$ cat src/rtl/am_envelope_detector_if.sv
// Sample-in / envelope-out stream bundle for am_envelope_detector.
// master drives samples and m_ready; slave (the detector) returns the envelope stream.
interface am_envelope_detector_if #(
  parameter int unsigned IN_W = 32
);
  logic                   s_valid;
  logic signed [IN_W-1:0] s_data;
  logic                   m_ready;
  logic                   m_valid;
  logic [IN_W-1:0]        m_data;

  modport master (
    output s_valid,
    output s_data,
    output m_ready,
    input  m_valid,
    input  m_data
  );

  modport slave (
    input  s_valid,
    input  s_data,
    input  m_ready,
    output m_valid,
    output m_data
  );
endinterface

$ cat src/rtl/am_envelope_detector.sv
// Peak-hold envelope detector: |x| -> attack/hold/shift-release tracker -> decimated output.
// Optional level monitor (peak_out/peak_clr) is built when ENV_PEAK_MON_EN is defined.
module am_envelope_detector #(
  parameter int unsigned IN_W         = 32,
  parameter int unsigned DECAY_SHIFT  = 6,
  parameter int unsigned HOLD_SAMPLES = 8,
  parameter int unsigned DECIM        = 4
) (
  input  logic                   clk_pin,
  input  logic                   reset_pin,
  am_envelope_detector_if.slave  bus,
  output logic                   overrun
`ifdef ENV_PEAK_MON_EN
  ,
  input  logic                   peak_clr,
  output logic [IN_W-1:0]        peak_out
`endif
);

  localparam int unsigned HOLD_W = (HOLD_SAMPLES > 0) ? $clog2(HOLD_SAMPLES + 1) : 1;
  localparam logic [HOLD_W-1:0] HOLD_INIT = HOLD_W'(HOLD_SAMPLES);
  localparam logic [IN_W-1:0]   ONE_V     = IN_W'(1);
  localparam logic [IN_W-1:0]   MAX_POS   = {1'b0, {(IN_W-1){1'b1}}};
  localparam logic [7:0]        DEC_LAST  = 8'(DECIM - 1);

  localparam logic [1:0] ST_IDLE    = 2'd0;
  localparam logic [1:0] ST_HOLD    = 2'd1;
  localparam logic [1:0] ST_RELEASE = 2'd2;

  // Stage A
  logic [IN_W-1:0] abs_c;
  logic [IN_W-1:0] abs_r;
  logic            abs_v;

  // Stage B
  logic [IN_W-1:0]   env_q, env_d;
  logic [1:0]        state_q, state_d;
  logic [HOLD_W-1:0] hold_q, hold_d;
  logic              upd_q;
  logic [IN_W-1:0]   decay;
  logic [IN_W-1:0]   rel_step;

  // Stage C
  logic [7:0]      dec_cnt;
  logic            emit;
  logic            m_valid_q;
  logic [IN_W-1:0] m_data_q;
  logic            overrun_q;

  // Magnitude of the incoming sample; the most negative code saturates to the largest positive.
  always_comb begin
    abs_c = bus.s_data;
    if (bus.s_data[IN_W-1]) begin
      if (bus.s_data[IN_W-2:0] == '0) begin
        abs_c = MAX_POS;
      end else begin
        abs_c = (~bus.s_data) + ONE_V;
      end
    end
  end

  // Stage A register; abs_r holds during s_valid gaps so stage B sees no new work.
  always_ff @(posedge clk_pin or posedge reset_pin) begin
    if (reset_pin) begin
      abs_r <= '0;
      abs_v <= 1'b0;
    end else begin
      abs_v <= bus.s_valid;
      if (bus.s_valid) begin
        abs_r <= abs_c;
      end
    end
  end

  // Release step is env >> DECAY_SHIFT, but never smaller than 1 so small tails still drain.
  always_comb begin
    decay    = env_q >> DECAY_SHIFT;
    rel_step = (decay == '0) ? ONE_V : decay;
  end

  // Envelope tracker next state; attack wins over every other state action.
  always_comb begin
    env_d   = env_q;
    state_d = state_q;
    hold_d  = hold_q;
    if (abs_v) begin
      if ((abs_r != '0) && (abs_r >= env_q)) begin
        env_d   = abs_r;
        hold_d  = HOLD_INIT;
        state_d = (HOLD_SAMPLES == 0) ? ST_RELEASE : ST_HOLD;
      end else begin
        case (state_q)
          ST_HOLD: begin
            if (hold_q <= HOLD_W'(1)) begin
              hold_d  = '0;
              state_d = ST_RELEASE;
            end else begin
              hold_d = hold_q - HOLD_W'(1);
            end
          end
          ST_RELEASE: begin
            env_d = (env_q > rel_step) ? (env_q - rel_step) : '0;
            if (env_d == '0) begin
              state_d = ST_IDLE;
            end
          end
          default: begin
            env_d   = '0;
            state_d = ST_IDLE;
          end
        endcase
      end
    end
  end

  // Stage B registers; upd_q marks that env_q was refreshed by a sample this cycle.
  always_ff @(posedge clk_pin or posedge reset_pin) begin
    if (reset_pin) begin
      env_q   <= '0;
      state_q <= ST_IDLE;
      hold_q  <= '0;
      upd_q   <= 1'b0;
    end else begin
      env_q   <= env_d;
      state_q <= state_d;
      hold_q  <= hold_d;
      upd_q   <= abs_v;
    end
  end

  assign emit = upd_q && (dec_cnt == DEC_LAST);

  // Decimator and output register; an emit into an unconsumed slot overwrites and flags overrun.
  always_ff @(posedge clk_pin or posedge reset_pin) begin
    if (reset_pin) begin
      dec_cnt   <= '0;
      m_valid_q <= 1'b0;
      m_data_q  <= '0;
      overrun_q <= 1'b0;
    end else begin
      if (upd_q) begin
        dec_cnt <= (dec_cnt == DEC_LAST) ? 8'd0 : dec_cnt + 8'd1;
      end
      if (emit) begin
        m_data_q  <= env_q;
        m_valid_q <= 1'b1;
        if (m_valid_q && !bus.m_ready) begin
          overrun_q <= 1'b1;
        end
      end else if (m_valid_q && bus.m_ready) begin
        m_valid_q <= 1'b0;
      end
    end
  end

  assign bus.m_valid = m_valid_q;
  assign bus.m_data  = m_data_q;
  assign overrun     = overrun_q;

`ifdef ENV_PEAK_MON_EN
  logic [IN_W-1:0] peak_q;

  // Running maximum of the envelope; a clear coinciding with an update restarts from the new env.
  always_ff @(posedge clk_pin or posedge reset_pin) begin
    if (reset_pin) begin
      peak_q <= '0;
    end else if (abs_v) begin
      if (peak_clr || (env_d > peak_q)) begin
        peak_q <= env_d;
      end
    end else if (peak_clr) begin
      peak_q <= '0;
    end
  end

  assign peak_out = peak_q;
`endif

endmodule

$ cat src/flat_wrapper.sv
// flat-port wrapper written by rule: the top's interface ports become plain ports
module am_envelope_detector_flat 
#(
  parameter int unsigned IN_W         = 32,
  parameter int unsigned DECAY_SHIFT  = 6,
  parameter int unsigned HOLD_SAMPLES = 8,
  parameter int unsigned DECIM        = 4
)
  (clk_pin, reset_pin, overrun, bus_s_valid, bus_s_data, bus_m_ready, bus_m_valid, bus_m_data);
  am_envelope_detector_if #(.IN_W(IN_W)) bus_i ();
  input  logic clk_pin;
  input  logic reset_pin;
  output logic overrun;
  input wire logic [$bits(bus_i.s_valid)-1:0] bus_s_valid;
  input wire logic [$bits(bus_i.s_data)-1:0] bus_s_data;
  input wire logic [$bits(bus_i.m_ready)-1:0] bus_m_ready;
  output wire logic [$bits(bus_i.m_valid)-1:0] bus_m_valid;
  output wire logic [$bits(bus_i.m_data)-1:0] bus_m_data;
  assign bus_i.s_valid = bus_s_valid;
  assign bus_i.s_data = bus_s_data;
  assign bus_i.m_ready = bus_m_ready;
  assign bus_m_valid = bus_i.m_valid;
  assign bus_m_data = bus_i.m_data;
  am_envelope_detector #(.IN_W(IN_W), .DECAY_SHIFT(DECAY_SHIFT), .HOLD_SAMPLES(HOLD_SAMPLES), .DECIM(DECIM)) u_core (.clk_pin(clk_pin), .reset_pin(reset_pin), .bus(bus_i), .overrun(overrun));
endmodule
$ cat config.mk
export PLATFORM = sky130hd
export DESIGN_NAME = am_envelope_detector_flat
export DESIGN_NICKNAME = d
export VERILOG_FILES = /design/src/rtl/am_envelope_detector_if.sv /design/src/rtl/am_envelope_detector.sv /design/src/flat_wrapper.sv
export SDC_FILE = /design/constraint.sdc
export NUM_CORES = 1
export LEC_CHECK = 0
export CORE_UTILIZATION = 59
export CTS_CLUSTER_SIZE = 8
export DETAILED_ROUTE_END_ITERATION = 16
export PLACE_DENSITY = 0.83
export SLEW_MARGIN = 20
export SYNTH_ARGS = -nofsm -noshare
export SYNTH_HDL_FRONTEND = slang
export SYNTH_SLANG_ARGS = --single-unit
$ cat constraint.sdc
create_clock -name clk_pin -period 4.65 [get_ports clk_pin]
set_input_delay 0.93 -clock clk_pin [delete_from_list [all_inputs] [get_ports clk_pin]]
set_output_delay 0.93 -clock clk_pin [all_outputs]
set_load 0.01 [all_outputs]
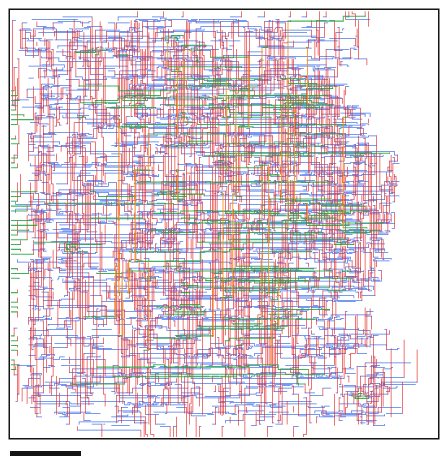
**Above:** run 1 (routed metal, one color a layer).
Scale bar: 20 um.
color	layer	wire length
green	met3	2110 um
red	met2	10500 um
orange	met4	646 um
blue	met1	9940 um

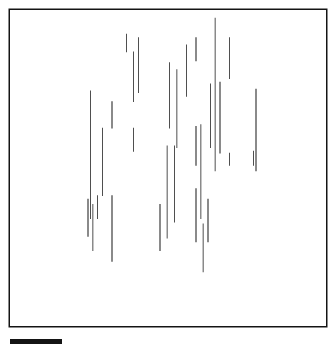
**Above:** run 1 (metal 4).
Scale bar: 20 um.
wire length on this layer	646 um
main direction	vertical
nets with wire on the layer	25

==> reports/results.tsv, run 1 <==
metric	value	unit
status	complete, no violations	
worst-setup-path-type	flop to flop	
synth-area-yosys	8370	um^2
htree_levels	4	
postSynthSeqShare	0.341	
avgViaCountPerCell	6.39	
multi_input_comb_cells	775	
synthAoiAreaFrac	0.248	
top_usage_layer	met2	
synth_warnings	0	
drtAntennaViolNets	0	
area_growth	17.1	%
vias	8022	
r2r-end	u_core.state_q[1]$_DFFE_PP0P_	
synth.cellmix.adderShare	0.0980	
hold_path_end	u_core.bus.m_data[9]$_DFFE_PP0P_	
top_power_group	combinational logic	
final_cell_count_no_fill	1256	
dieWidth	121	um
wirelength	23200	um
hold_viol_final	0	
clock-sinks	114	
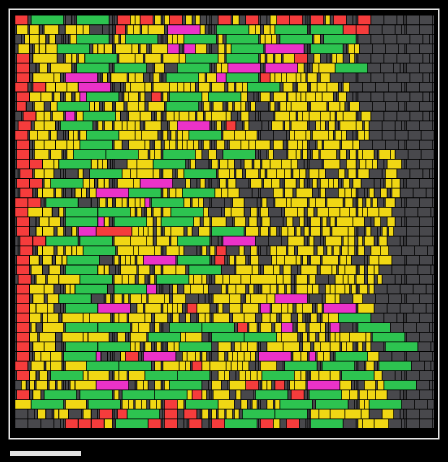
**Above:** run 1 (placement by cell class).
Scale bar: 20 um. Fill, decap, tap and diode cells in gray.
color	class	cells	share of their area
green	flops	114	30%
yellow	all other logic	847	56%
magenta	clock drivers and dummy loads	32	5.8%
red	other buffers and delay cells	83	8.5%
Final Util: 0.706
Finished Cell Area: 9810 um^2
core box area: 13900 um^2
num rows: 43

run 1: cells in the final DEF, fill, tap and decap left out, types with 4 or more instances in the layout:
cell type          n
a211o_1            4
a211oi_1           8
a21o_1             9
a21oi_1           98
a21oi_4           10
a22oi_1            4
a31oi_1            6
and2_1             5
and4_1             5
buf_4             13
clkbuf_16         17
clkdlybuf4s50_1   69
clkinvlp_4         5
dfrtp_1          114
ha_1              64
inv_1             70
nand2_1          120
nand2b_1           9
nand3_1           15
nand4_1           24
nor2_1            69
nor2b_1            4
nor3_1            19
nor3b_1            5
nor4_1            20
nor4b_1            5
o211ai_1          10
o21a_1             6
o21ai_0           97
o311a_1           11
o31ai_1           14
or2_2              4
or3_1              8
or4_1              7
xnor2_1           22
xor2_1            32
==> run 1 -> run 2 <==
--- a/config.mk
+++ b/config.mk
@@ -13,3 +13,4 @@
 export SYNTH_ARGS = -nofsm -noshare
 export SYNTH_HDL_FRONTEND = slang
 export SYNTH_SLANG_ARGS = --single-unit
+export TNS_END_PERCENT = 5
==> run 2 against run 1 <==
Compared with the run above: cell count did not move; synthesized area did not move; via count unchanged; die size is the same; critical endpoint unchanged; largest cell class unchanged.
==> reports/results.tsv, run 2 <==
metric	value	unit	change
status	complete, no violations		
synthAoiAreaFrac	0.248		unchanged
area_growth	17.1	%	unchanged
intPower	4020	uW	
total_power	8160	uW	
wirelength	23200	um	unchanged
top_power_group	combinational logic		
dpl.cell_count	1223		
postSynthSeqShare	0.341		unchanged
wl_met3	2110	um	
core	13900	um^2	unchanged
synth-area-yosys	8370	um^2	unchanged
ys.flop_type	dfrtp_1		
die_y	121	um	
most_common_cell	nand2_1		
worst-setup-path-type	flop to flop		
hold_viol_final	0		unchanged
lay_top_cells	120 x nand2_1, 114 x dfrtp_1, 98 x a21oi_1		
buffers	83		
drtAntennaViolNets	0		unchanged
timing.hold.ws	0.484	ns	
synth.cellmix.adderShare	0.0980		unchanged
avgViaCountPerCell	6.39		unchanged
synth_warnings	0		unchanged
top_usage_layer	met2		
inv_count	72		
final_util	0.706		unchanged
synthArstFlopShare	1.00		
vias	8022		unchanged
htree_levels	4		unchanged
netlist.area_leader.share	0.341		
dieWidth	121	um	unchanged
clock-sinks	114		unchanged
row_count	43		unchanged
slew_violations	0		
dpl-instance-area	9220	um^2	
sh_seq_area	0.291		
simple_gate_area_frac	0.197		
## run 2: cell counts after synthesis
Identical to the previous run, type by type.
## run 2: path summary, 6_finish.rpt
path,start,to,slack [ns],cells past startpoint
min in group asynchronous,reset_pin,u_core.bus.m_data[10]$_DFFE_PP0P_,1.01,2
min,u_core.bus.m_data[9]$_DFFE_PP0P_,u_core.bus.m_data[9]$_DFFE_PP0P_,0.48,2
min reg2reg,u_core.bus.m_data[9]$_DFFE_PP0P_,u_core.bus.m_data[9]$_DFFE_PP0P_,0.48,2
max in group asynchronous,reset_pin,u_core.dec_cnt[7]$_DFFE_PP0P_,2.81,3
max reg2reg,u_core.env_q[28]$_DFFE_PP0P_,u_core.state_q[1]$_DFFE_PP0P_,0.30,14
max,u_core.env_q[28]$_DFFE_PP0P_,u_core.state_q[1]$_DFFE_PP0P_,0.30,14
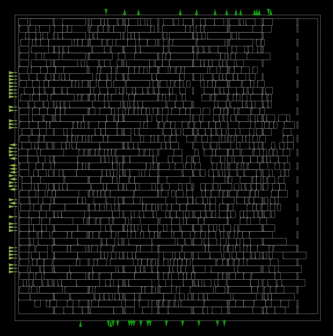
**Above:** run 2 (placed standard cells).
sequential cells: 114
# fillers: 1098
Tapcells: 180
Finished Layout Cells: 1256

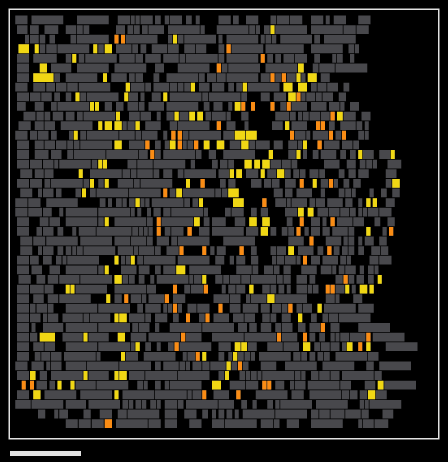
**Above:** run 2 (selected gate families).
Scale bar: 20 um.
color	family	cells	most used
orange	inverters	72	inv_1
yellow	NOR gates	124	nor2_1

==> run 2 -> run 3 <==
--- a/config.mk
+++ b/config.mk
@@ -5,6 +5,7 @@
 export SDC_FILE = /design/constraint.sdc
 export NUM_CORES = 1
 export LEC_CHECK = 0
+export ABC_CLOCK_PERIOD_IN_PS = 4650
 export CORE_UTILIZATION = 59
 export CTS_CLUSTER_SIZE = 8
 export DETAILED_ROUTE_END_ITERATION = 16
==> run 3 against run 2 <==
Compared with the run above: critical path depth unchanged; core utilization unchanged; sequential power barely moved.
==> reports/results.tsv, run 3 <==
metric	value	unit	change
status	complete, no violations		
vias	8022		unchanged
hold_path_end	u_core.bus.m_data[9]$_DFFE_PP0P_		
final_cell_count_no_fill	1256		unchanged
row_count	43		unchanged
hold_path_startpoint	u_core.bus.m_data[9]$_DFFE_PP0P_		
insertion_delay	0.43	ns	
wirelength	23200	um	unchanged
timing.hold.ws	0.484	ns	unchanged
postSynthSeqShare	0.341		unchanged
min_path_cells	2		unchanged
slew_violations	0		unchanged
r2r.worst_path.cells	14		unchanged
use_met3	0.0912		
crit_path_start	u_core.env_q[28]$_DFFE_PP0P_		
netlist.area_leader.share	0.341		unchanged
area_growth	17.1	%	unchanged
postCtsSetupBuffers	0		
r2r-end	u_core.state_q[1]$_DFFE_PP0P_		
timing.rr.start	u_core.env_q[28]$_DFFE_PP0P_		
setup_ws	0.304	ns	
crit_end	u_core.state_q[1]$_DFFE_PP0P_		
synthArstFlopShare	1.00		unchanged
cts-root-buf	clkbuf_16		
final_util	0.706		unchanged
dpl.cell_count	1223		unchanged
dpl-instance-area	9220	um^2	unchanged
total_power	8160	uW	unchanged
drtAntennaViolNets	0		unchanged
top_usage_layer	met2		
crit_cells	14		unchanged
avgViaCountPerCell	6.39		unchanged
cts.clk_slew.worst_paths	0.06	ns	
dieWidth	121	um	unchanged
ys.flop_type	dfrtp_1		
lay_top_cells	120 x nand2_1, 114 x dfrtp_1, 98 x a21oi_1		
die_y	121	um	unchanged
rrSetupSlack	0.30	ns	about the same
top_power_group	combinational logic		
htree_levels	4		unchanged
intPower	4020	uW	unchanged
grt_pass1_vias	7485		
core	13900	um^2	unchanged
run 3: cell counts after synthesis:
Identical to the previous run, type by type.
run 3: layout make-up:
cell class,count,area [um^2]
clock buffers,20,447
well taps,180,225
multi-input cells,775,5080
clock inverters,12,109
fillers,1098,4080
flip-flops and latches,114,2850
repair buffers,83,816
inverters,72,273
run 3: logic make-up after synthesis:
family	count (synthesis)	synth area share
and+or+nand+nor	333	0.197
AOI/OAI and AO/OA	319	0.248
buffers and inverters	116	0.0544
DFF	114	0.341
adders and majority gates	65	0.0980
xor gates and xnor gates	54	0.0565
muxes	4	0.00523
run 3: per-layer routing:
metal	share of wire	wire length, um
met5	0	0
met4	0.028	646
met3	0.091	2110
met2	0.45	10500
met1	0.43	9940
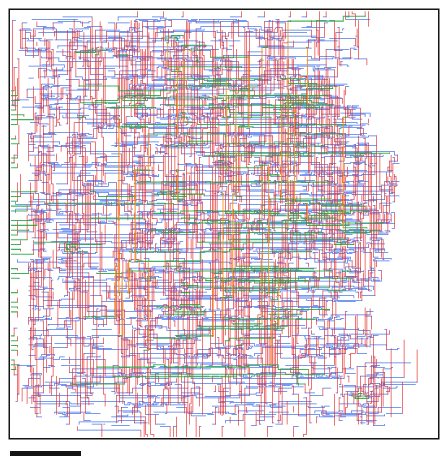
**Above:** run 3 (routed metal, one color a layer).
Scale bar: 20 um.
color	layer	wire length
red	met2	10500 um
green	met3	2110 um
blue	met1	9940 um
orange	met4	646 um
Tot GR Track Use: 0.330
drt wl/cell: 18.5 um

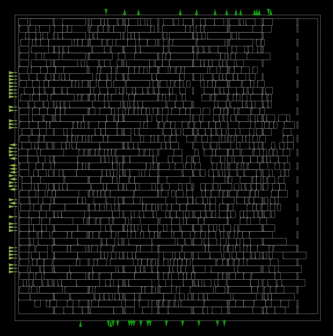
**Above:** run 3 (placed standard cells).
sequential share of cell area: 0.291

Power is estimated from default activity; no workload was simulated.
